==> src/rtl/synth_audio_pkg.sv <==
`default_nettype none
// +----------------------------------------------------------------------+
// | synth_audio_pkg                                                      |
// | Shared audio types and frame geometry for the synthesizer datapath.  |
// | Revision: 1.0                                                        |
// +----------------------------------------------------------------------+
package synth_audio_pkg;

   localparam int SAMPLE_W    = 24;
   localparam int SLOT_W      = 32;
   localparam int FRAME_BCLKS = 64;
   localparam int CNT_W       = $clog2(FRAME_BCLKS);
   localparam int SLOT_IDX_W  = $clog2(SLOT_W);

   typedef logic signed [SAMPLE_W-1:0] sample_t;

endpackage
`default_nettype wire

==> src/rtl/i2s_clock_gen.sv <==
`default_nettype none
// +----------------------------------------------------------------------+
// | i2s_clock_gen                                                        |
// | Bit-clock divider, falling strobe, frame bit counter and word select.|
// | Revision: 1.0                                                        |
// +----------------------------------------------------------------------+
module i2s_clock_gen
   import synth_audio_pkg::*;
#(
   parameter int BCLK_HALF = 8
) (
   input  logic                  clk,
   input  logic                  reset,
   output logic                  bclk,
   output logic                  fall_strobe,
   output logic [CNT_W-1:0]      bit_cnt,
   output logic [SLOT_IDX_W-1:0] slot_bit_next,
   output logic                  daclrck
);

   localparam int DIV_W = (BCLK_HALF > 1) ? $clog2(BCLK_HALF) : 1;

   logic [DIV_W-1:0] r_div;
   logic             r_bclk;
   logic [CNT_W-1:0] r_bit_cnt;
   logic             r_lrck;
   logic             w_div_tc;
   logic             w_fall;
   logic [CNT_W-1:0] w_cnt_next;

   assign w_div_tc   = (r_div == DIV_W'(BCLK_HALF - 1));
   assign w_fall     = w_div_tc & r_bclk;
   assign w_cnt_next = r_bit_cnt + 1'b1;

   // Counter resets to 63 so the very first falling strobe wraps and latches a frame.
   always_ff @(posedge clk or negedge reset) begin
      if (!reset) begin
         r_div     <= '0;
         r_bclk    <= 1'b0;
         r_bit_cnt <= '1;
         r_lrck    <= 1'b0;
      end else begin
         if (w_div_tc) begin
            r_div  <= '0;
            r_bclk <= ~r_bclk;
         end else begin
            r_div  <= r_div + 1'b1;
         end
         if (w_fall) begin
            r_bit_cnt <= w_cnt_next;
            r_lrck    <= w_cnt_next[CNT_W-1];
         end
      end
   end

   assign bclk          = r_bclk;
   assign fall_strobe   = w_fall;
   assign bit_cnt       = r_bit_cnt;
   assign slot_bit_next = w_cnt_next[SLOT_IDX_W-1:0];
   assign daclrck       = r_lrck;

endmodule
`default_nettype wire

==> src/rtl/i2s_dac_tx.sv <==
`default_nettype none
// +----------------------------------------------------------------------+
// | i2s_dac_tx                                                           |
// | One-deep sample buffer and I2S serializer, mono copied to both slots.|
// | Revision: 1.0                                                        |
// +----------------------------------------------------------------------+
module i2s_dac_tx
   import synth_audio_pkg::*;
#(
   parameter int BCLK_HALF = 8
) (
   input  logic                clk,
   input  logic                reset,
   input  logic [SAMPLE_W-1:0] sample_in,
   input  logic                sample_valid,
   output logic                sample_ready,
   input  logic                mute,
   output logic                aud_bclk,
   output logic                aud_daclrck,
   output logic                aud_dacdat,
   output logic                frame_start,
   output logic                underrun
);

   logic                  w_fall;
   logic [CNT_W-1:0]      w_bit_cnt;
   logic [SLOT_IDX_W-1:0] w_k;
   logic [SLOT_IDX_W-1:0] w_idx;
   logic                  w_bit_on;
   logic                  w_latch;
   logic                  w_accept;
   logic                  w_full_next;
   logic                  w_ready_next;

   sample_t r_hold;
   sample_t r_frame_sample;
   logic    r_full;
   logic    r_ready;
   logic    r_dacdat;
   logic    r_frame_start;
   logic    r_underrun;

   i2s_clock_gen #(
      .BCLK_HALF     (BCLK_HALF)
   ) u_clock_gen (
      .clk           (clk),
      .reset         (reset),
      .bclk          (aud_bclk),
      .fall_strobe   (w_fall),
      .bit_cnt       (w_bit_cnt),
      .slot_bit_next (w_k),
      .daclrck       (aud_daclrck)
   );

   assign w_latch  = w_fall & (&w_bit_cnt);
   assign w_accept = sample_valid & r_ready;
   assign w_bit_on = (w_k != '0) && (w_k <= SLOT_IDX_W'(SAMPLE_W));
   assign w_idx    = SLOT_IDX_W'(SAMPLE_W) - w_k;

   // The latch consumes the old contents first; a same-cycle accept refills the register.
   always_comb begin
      w_full_next = r_full;
      if (w_latch) begin
         w_full_next = 1'b0;
      end
      if (w_accept) begin
         w_full_next = 1'b1;
      end
   end

   // Ready reopens one clk after the latch that drained the register.
   assign w_ready_next = ~w_full_next & ~(w_latch & r_full);

   always_ff @(posedge clk or negedge reset) begin
      if (!reset) begin
         r_hold         <= '0;
         r_frame_sample <= '0;
         r_full         <= 1'b0;
         r_ready        <= 1'b1;
         r_dacdat       <= 1'b0;
         r_frame_start  <= 1'b0;
         r_underrun     <= 1'b0;
      end else begin
         r_full        <= w_full_next;
         r_ready       <= w_ready_next;
         r_frame_start <= w_latch;
         r_underrun    <= w_latch & ~r_full;
         if (w_accept) begin
            r_hold <= sample_in;
         end
         if (w_latch) begin
            r_frame_sample <= (r_full & ~mute) ? r_hold : '0;
         end
         if (w_fall) begin
            r_dacdat <= w_bit_on ? r_frame_sample[w_idx] : 1'b0;
         end
      end
   end

   assign sample_ready = r_ready;
   assign aud_dacdat   = r_dacdat;
   assign frame_start  = r_frame_start;
   assign underrun     = r_underrun;

endmodule
`default_nettype wire

==> config.mk <==
export PLATFORM = sky130hd
export DESIGN_NAME = i2s_dac_tx
export DESIGN_NICKNAME = d
export VERILOG_FILES = /design/src/rtl/synth_audio_pkg.sv /design/src/rtl/i2s_clock_gen.sv /design/src/rtl/i2s_dac_tx.sv
export SDC_FILE = /design/constraint.sdc
export NUM_CORES = 1
export LEC_CHECK = 0
export CELL_PAD_IN_SITES_DETAIL_PLACEMENT = 1
export CELL_PAD_IN_SITES_GLOBAL_PLACEMENT = 2
export CORE_ASPECT_RATIO = 0.75
export CORE_MARGIN = 1
export CORE_UTILIZATION = 37
export CTS_CLUSTER_SIZE = 25
export DETAILED_ROUTE_END_ITERATION = 10
export GPL_TIMING_DRIVEN = 0
export PLACE_DENSITY_LB_ADDON = 0.1
export SLEW_MARGIN = 20
export SYNTH_ARGS = -nofsm -noshare
export SYNTH_HDL_FRONTEND = slang
export SYNTH_HIERARCHICAL = 1
export SYNTH_SLANG_ARGS = --single-unit
==> constraint.sdc <==
create_clock -name clk -period 2.6 [get_ports clk]
set_input_delay 0.52 -clock clk [delete_from_list [all_inputs] [get_ports clk]]
set_output_delay 0.52 -clock clk [all_outputs]
set_load 0.05 [all_outputs]
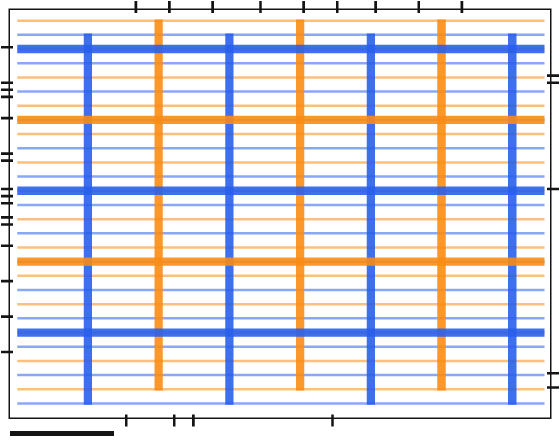
Fig. 1. PDN straps and rails.
The bar under the picture is 20 um long. Pins as bars on the die edge.
| colour | net |
|---|---|
| blue | VSS |
| orange | VDD |
signal pins: 34
met4 straps: 7
met1 rails: 28
rows: 27
met5 straps: 5
Core ar.: 7432 um^2
peak supply drop: 248.0 uV
Horiz. Die Dim: 103.6 um
die outline height: 78.21 um

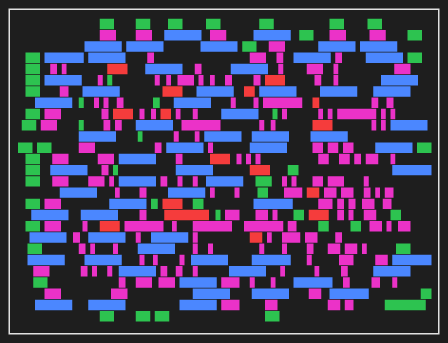
Fig. 2. Cells coloured by class.
| colour | class | cells |
|---|---|---|
| green | other buffers and delay cells | 51 |
| blue | flip-flops | 64 |
| magenta | all other logic | 170 |
| red | clock drivers and dummy loads | 16 |
Placement Rows: 27
Core Util, Final: 48.01%
fraction of area in registers: 45.13%

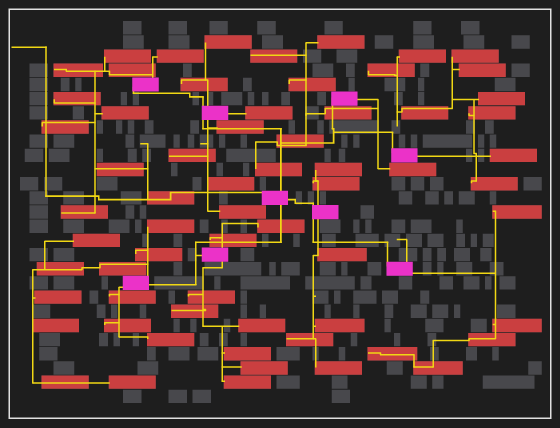
Fig. 3. Clock distribution.
[yellow] clock wires | length: 889 um
[red] flip-flops | count: 64
[magenta] cells driving clock nets | count: 9
flops lie: all over the die
routed clock nets: 10
clock insertion delay at the later pin of the skew report: 0.34 ns
clock share of power: 44.0%
power consumed by the clock network: 0.876 mW

==> results.txt <==
This memo summarizes the results of the implementation run.

Final layout
163 cells are multi-input combinational gates. The clock network area share is 5.750%. Per the layout area report, the combinational gate area comes to 1144 um^2. The fraction of standard cell area in multi-input logic is 32.05%. The final instance area is 3568 um^2.

Compared with the post-synthesis result, the final layout area differs by 24.54%. The tally of clock buffers in the finished layout is 10. Looking at the area split, the leading class of cells is flip-flops and latches.

Pwr
Looking at the group totals, the largest power group turns out to be sequential cells. The power attributed to combinational cells is 0.0890 mW. The reported sequential group power is 1.02 mW.

The completed layout was analyzed and its total power is 1.989 mW.

CTS
The buffer count from post-CTS setup fixing is 2. The count of instances resized after the clock tree is built is 1. The clock transition time at the flip-flop clock pins of the worst setup and hold paths is 0.07 ns. CTS built an H-tree with a depth of 3. The hold buffer count at cts is 0.

GRT
The initial antenna violation count was 0. The via count of the first global-routing pass is 2015. The first global-routing pass estimated 9998 um of wire.

Setup path
The biggest cell delay along the critical path is 0.56 ns. The OpenROAD report gives the critical path a data arrival time of 2.55 ns. The critical path crosses 8 cells after its start point. Per the post-run analysis, buffers plus inverters along the critical path come to 2.

For the worst flop-to-flop path, the logic depth is 8.

Route
The number of nets with antenna violations after routing is 0. Before antenna repair, the detailed router went through 4 iterations. The uppermost layer routed is met4.

The routed design shows a via density per instance of 4.751. The final wirelength is 5625 um. The wire length on met1 is 2921 um.

Synthesis
The mean cell area of the mapped netlist is 11.51 um^2. The proportion of synthesized chip area in sequential cells is 56.20%. The synthesized instance count is 249. Yosys attributes the largest share of cell area to dfrtp_1, mux2_2, nand2_1. The synthesis report gives the async set-or-reset register share as 100.0%. The main flop type after synthesis is dfrtp_1.

STA
The actual transition at the worst max-transition pin is 0.5907 ns. Setup repair after global routing left no endpoint under its margin.

Place
Once placement finished, the instance area stood at 3347 um^2. The final RePlAce weighted congestion is 0.6836.

Status
The run finished with clean final reports.

Die
The chip occupies 8104 um^2.
## path summary, 6_finish.rpt
check                                                         from                                 end  slack [ns]
worst max-delay path            u_clock_gen/bit_cnt[0]$_DFFE_PN1P_              aud_dacdat$_DFFE_PN0P_        0.26
worst min-delay path                                         reset     u_clock_gen/daclrck$_DFFE_PN0P_        0.04
worst max register to register  u_clock_gen/bit_cnt[0]$_DFFE_PN1P_              aud_dacdat$_DFFE_PN0P_        0.26
worst min register to register      u_clock_gen/r_div[0]$_DFF_PN0_      u_clock_gen/r_div[0]$_DFF_PN0_        0.44
max in group asynchronous                                    reset  u_clock_gen/bit_cnt[0]$_DFFE_PN1P_        1.99
min in group clk                    u_clock_gen/r_div[0]$_DFF_PN0_      u_clock_gen/r_div[0]$_DFF_PN0_        0.44
Power figures rest on the tool's default switching activity, not on a simulated workload.
